Run 1, cell density map:
Scale: 4 px per um. 10 x 10 tiles, from dark blue (low) to red (high), 0 to 100% covered.
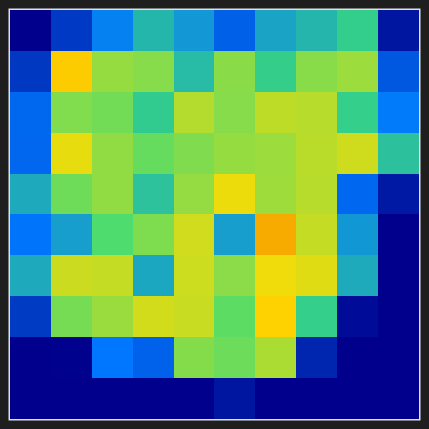
Run 1, met1 routing:
Scale: 6 px per um. Supply wires on this layer in grey. Cells faint in the background.
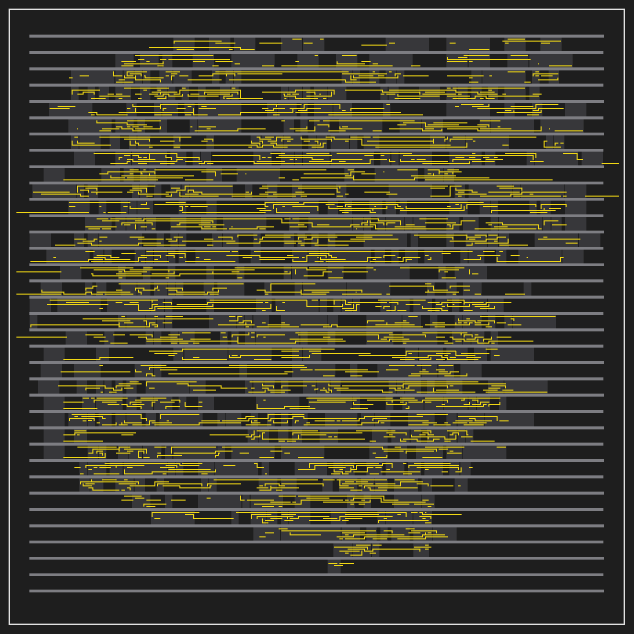
Run 1, port wiring:
Scale: 4 px per um.
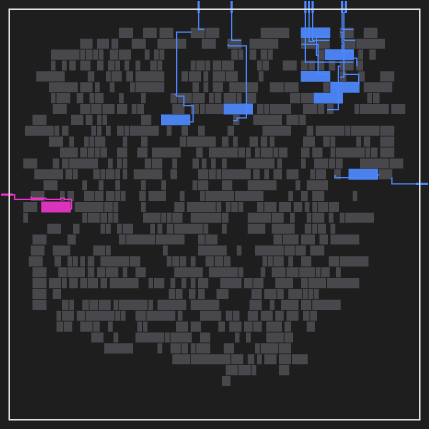
Run 1, cell outlines without signal wires:
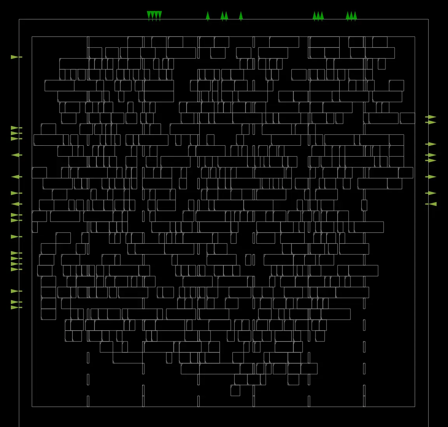
==> config.mk <==
export PLATFORM = sky130hd
export DESIGN_NAME = seq_divider
export DESIGN_NICKNAME = d
export VERILOG_FILES = /design/src/rtl/seq_divider_pkg.sv /design/src/rtl/seq_divider_div_step.sv /design/src/rtl/seq_divider.sv
export SDC_FILE = /design/constraint.sdc
export NUM_CORES = 1
export LEC_CHECK = 0
export CAP_MARGIN = 20
export CORE_MARGIN = 3
export CORE_UTILIZATION = 39
export CTS_BUF_LIST = sky130_fd_sc_hd__clkbuf_4
export DETAILED_ROUTE_END_ITERATION = 12
export GPL_ROUTABILITY_DRIVEN = 0
export GPL_TIMING_DRIVEN = 0
export PLACE_DENSITY = 0.62
export SYNTH_ARGS = -nofsm -noshare
export SYNTH_HDL_FRONTEND = slang
export SYNTH_SLANG_ARGS = --single-unit
==> constraint.sdc <==
create_clock -name clk -period 3.3 [get_ports clk]
set_input_delay 0.66 -clock clk [delete_from_list [all_inputs] [get_ports clk]]
set_output_delay 0.66 -clock clk [all_outputs]
set_load 0.05 [all_outputs]
==> metrics.json, run 1 <==
{
  "outcome": {"value": "finished clean"},
  "drtAntennaViolNets": {"value": 0},
  "dominant-cell-class": {"value": "combinational gates"},
  "synth-seq-cells": {"value": 62},
  "seq_power_share": {"value": 34.4, "unit": "%"},
  "topCombFamilyByArea": {"value": "AND-OR/OR-AND gates"},
  "comb_pwr": {"value": 1.24, "unit": "mW"},
  "grt_start_max_net_pins": {"value": 11},
  "arr_time_crit_path": {"value": 3.44, "unit": "ns"},
  "pwr_density_cell": {"value": 590, "unit": "nW/um2"},
  "met3_usage": {"value": 3.82, "unit": "%"},
  "yosys.area.top_type_share": {"value": 34.3, "unit": "%"},
  "critical_path.n_buffers_inverters": {"value": 4},
  "syn_avg_cell_area": {"value": 7.79, "unit": "um2"},
  "final_cell_mix": {"value": "sky130_fd_sc_hd__nor2_1 (67), sky130_fd_sc_hd__dfxtp_1 (61), sky130_fd_sc_hd__a21oi_1 (48)"},
  "grt_antenna_before_repair": {"value": 0},
  "latest_clock_arrival_within_the_worst_skew_pair": {"value": 0.41, "unit": "ns"},
  "ys_cells": {"value": 464},
  "hold_viol": {"value": 0},
  "detailedPlace.worstSlack": {"value": -0.0750, "unit": "ns"},
  "yosys.area_share.simple": {"value": 20.8, "unit": "%"},
  "num-clock-buffers": {"value": 10},
  "share_clk_of_total_power": {"value": 16.9, "unit": "%"},
  "met3_length": {"value": 424, "unit": "um"},
  "max_reg_flops": {"value": 9},
  "layout.cells.non_filler": {"value": 632},
  "syn-num-nets": {"value": 500},
  "timing.critical_path.to_type": {"value": "register"},
  "ys.flop_type": {"value": "sky130_fd_sc_hd__dfxtp_1"},
  "grt-busiest-layer": {"value": "met1"},
  "yosysWarningCount": {"value": 0},
  "ys_sh_xor": {"value": 5.33, "unit": "%"},
  "route.top_layer_used": {"value": "met4"},
  "postCtsSetupRepairBufs": {"value": 1},
  "timing.critical_path.depth": {"value": 15},
  "r2r_cells": {"value": 15},
  "tapCellCount": {"value": 108},
  "layout-area-overhead-vs-synth": {"value": 19.2, "unit": "%"},
  "grt_first_pass_wirelength": {"value": 16100, "unit": "um"},
  "worst-slew-pin-transition": {"value": 0.814, "unit": "ns"},
  "timing.critical_path.mode_cell": {"value": "sky130_fd_sc_hd__inv_1"},
  "buffer_area_share": {"value": 12.4, "unit": "%"},
  "layout.nets": {"value": 555},
  "tritoncts.num_buffers": {"value": 9},
  "cts.path.max_buffers": {"value": 2},
  "worst-setup-path-type": {"value": "reg2reg"},
  "cts_max_level": {"value": 3},
  "drc": {"value": 0},
  "via_count_of_the_first_global_routing_pass": {"value": 3140},
  "power_frac_comb": {"value": 48.7, "unit": "%"},
  "clock_area_share": {"value": 2.41, "unit": "%"},
  "setup_viol": {"value": 0},
  "skew": {"value": 0.0132, "unit": "ns"},
  "post_synth_mux_area_share": {"value": 3.77, "unit": "%"}
}
Back to the opening pictures, 'cell density map':
The densest ninth of the die: centre. 17% of the tiles are nearly empty. The emptiest ninth of the die: lower right.
core area: 8850 um2
core occupancy in the finished layout: 48.7%
FP Core Util: 40.9%

Back to the opening pictures, 'met1 routing':
The longest straight run is 37.9 um. 520 nets have wire on it. The wires run mostly horizontal.
met1 usage in global routing: 29.1%
total via count in the routed design: 3475

Back to the opening pictures, 'port wiring':
Key: busy = magenta [bits 1, direction output, end cells 1, buffers 1, wire 23.6 um]; Q = blue [bits 8, direction output, end cells 8, buffers 8, wire 224 um]
I/O pin cnt: 40
buffers added on ports: 37

Back to the opening pictures, 'cell outlines without signal wires':
num rows: 34
number of flip-flops and latches: 62
register fraction of the total cell area: 28.8%
fill cell total of the finished layout: 922

--- run 2 (diff from run 1) ---
--- a/config.mk
+++ b/config.mk
@@ -13,6 +13,7 @@
 export GPL_ROUTABILITY_DRIVEN = 0
 export GPL_TIMING_DRIVEN = 0
 export PLACE_DENSITY = 0.62
+export SETUP_SLACK_MARGIN = 0.05
 export SYNTH_ARGS = -nofsm -noshare
 export SYNTH_HDL_FRONTEND = slang
 export SYNTH_SLANG_ARGS = --single-unit
Run 2, met1 routing:
Scale: 6 px per um. Supply wires on this layer in grey. Cells faint in the background.
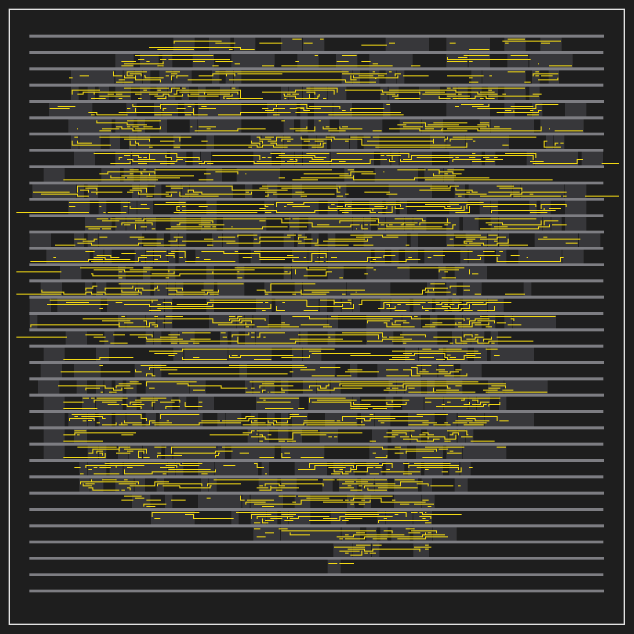
The layer carries 5070 um of wire. The layer holds 51% of the routed length. The wires run mostly horizontal.
sum of routed wire length over all layers: 9940 um
total via count in the routed design: 3484

Run 2, drive-strength map:
Scale: 4 px per um.
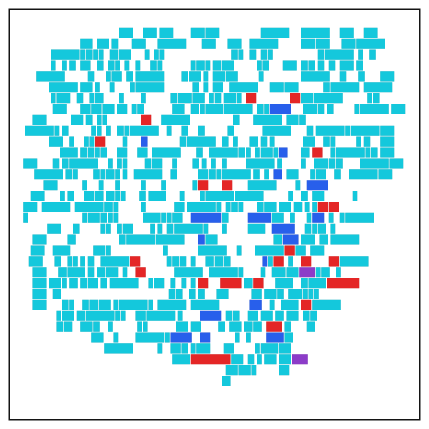
Key: _6 and larger = purple [cells 2, share 0.38%]; _3 and _4 cells = red [cells 22, share 4.2%]; _0 and _1 cells = cyan [cells 483, share 92%]; _2 cells = blue [cells 17, share 3.2%]
cell area after layout: 4310 um2
worst setup margin: 0.245 ns

==> run 2 against run 1 <==
  * Global-route usage barely moved
  * Sequential share of layout area is the same
  * Largest cell class unchanged
  * Critical endpoint is now R[5]$_SDFFE_PN0P_
  * Non-clock buffer count did not move
  * Cell count stayed put
  * Wire length shrank 0.34%
==> metrics.json, run 2 <==
{
  "seq-cell-share": {"value": 28.8, "unit": "%", "change": "unchanged"},
  "tapCellCount": {"value": 108, "change": "unchanged"},
  "worst-slew-pin-transition": {"value": 0.828, "unit": "ns", "change": "+0.0143 ns"},
  "grt_antenna_before_repair": {"value": 0, "change": "unchanged"},
  "detailedPlace.worstSlack": {"value": -0.0750, "unit": "ns", "change": "unchanged"},
  "seq_power_share": {"value": 34.4, "unit": "%", "change": "about the same"},
  "max_reg_flops": {"value": 9, "change": "unchanged"},
  "finish.utilization": {"value": 48.7, "unit": "%", "change": "unchanged"},
  "synth-seq-cells": {"value": 62, "change": "unchanged"},
  "cts.path.max_buffers": {"value": 2, "change": "unchanged"},
  "postCtsSetupRepairBufs": {"value": 1, "change": "unchanged"},
  "fp-utilization": {"value": 40.9, "unit": "%", "change": "unchanged"},
  "io-pin-count": {"value": 40, "change": "unchanged"},
  "met3_usage": {"value": 3.82, "unit": "%", "change": "unchanged"},
  "syn-num-nets": {"value": 500, "change": "unchanged"},
  "yosysWarningCount": {"value": 0, "change": "unchanged"},
  "layout.nets": {"value": 555, "change": "unchanged"},
  "grt_start_max_net_pins": {"value": 11, "change": "unchanged"},
  "critical_path.n_buffers_inverters": {"value": 4, "change": "unchanged"},
  "worst-setup-path-type": {"value": "reg2reg"},
  "floorplan.core_area": {"value": 8850, "unit": "um2", "change": "unchanged"},
  "hold_viol": {"value": 0, "change": "unchanged"},
  "buffer_area_share": {"value": 12.4, "unit": "%", "change": "unchanged"},
  "cts_max_level": {"value": 3, "change": "unchanged"},
  "comb_pwr": {"value": 1.24, "unit": "mW", "change": "about the same"},
  "power_frac_comb": {"value": 48.7, "unit": "%", "change": "about the same"},
  "skew": {"value": 0.0160, "unit": "ns", "change": "+0.00276 ns"},
  "latest_clock_arrival_within_the_worst_skew_pair": {"value": 0.41, "unit": "ns", "change": "about the same"},
  "outcome": {"value": "finished clean"},
  "tritoncts.num_buffers": {"value": 9, "change": "unchanged"},
  "arr_time_crit_path": {"value": 3.34, "unit": "ns", "change": "-0.10 ns"},
  "setup_viol": {"value": 0, "change": "unchanged"},
  "route.top_layer_used": {"value": "met4"},
  "final_cell_mix": {"value": "sky130_fd_sc_hd__nor2_1 (67), sky130_fd_sc_hd__dfxtp_1 (61), sky130_fd_sc_hd__a21oi_1 (48)"},
  "met3_length": {"value": 366, "unit": "um", "change": "-14%"}
}
Run 2, cell density map:
Scale: 4 px per um. 10 x 10 tiles, from dark blue (low) to red (high), 0 to 100% covered.
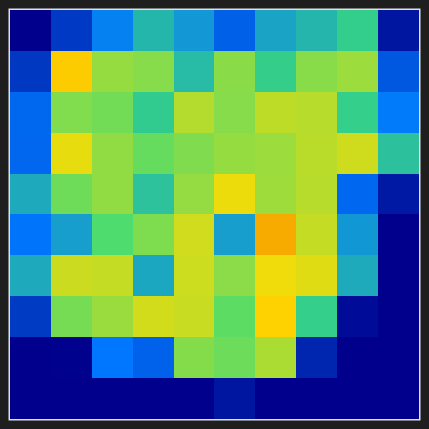
The densest ninth of the die: centre. The emptiest ninth of the die: lower right. The mean over all tiles is 40%. 3.0% of the tiles are over 75% full. 17% of the tiles are nearly empty. The fullest tile reaches 81%.

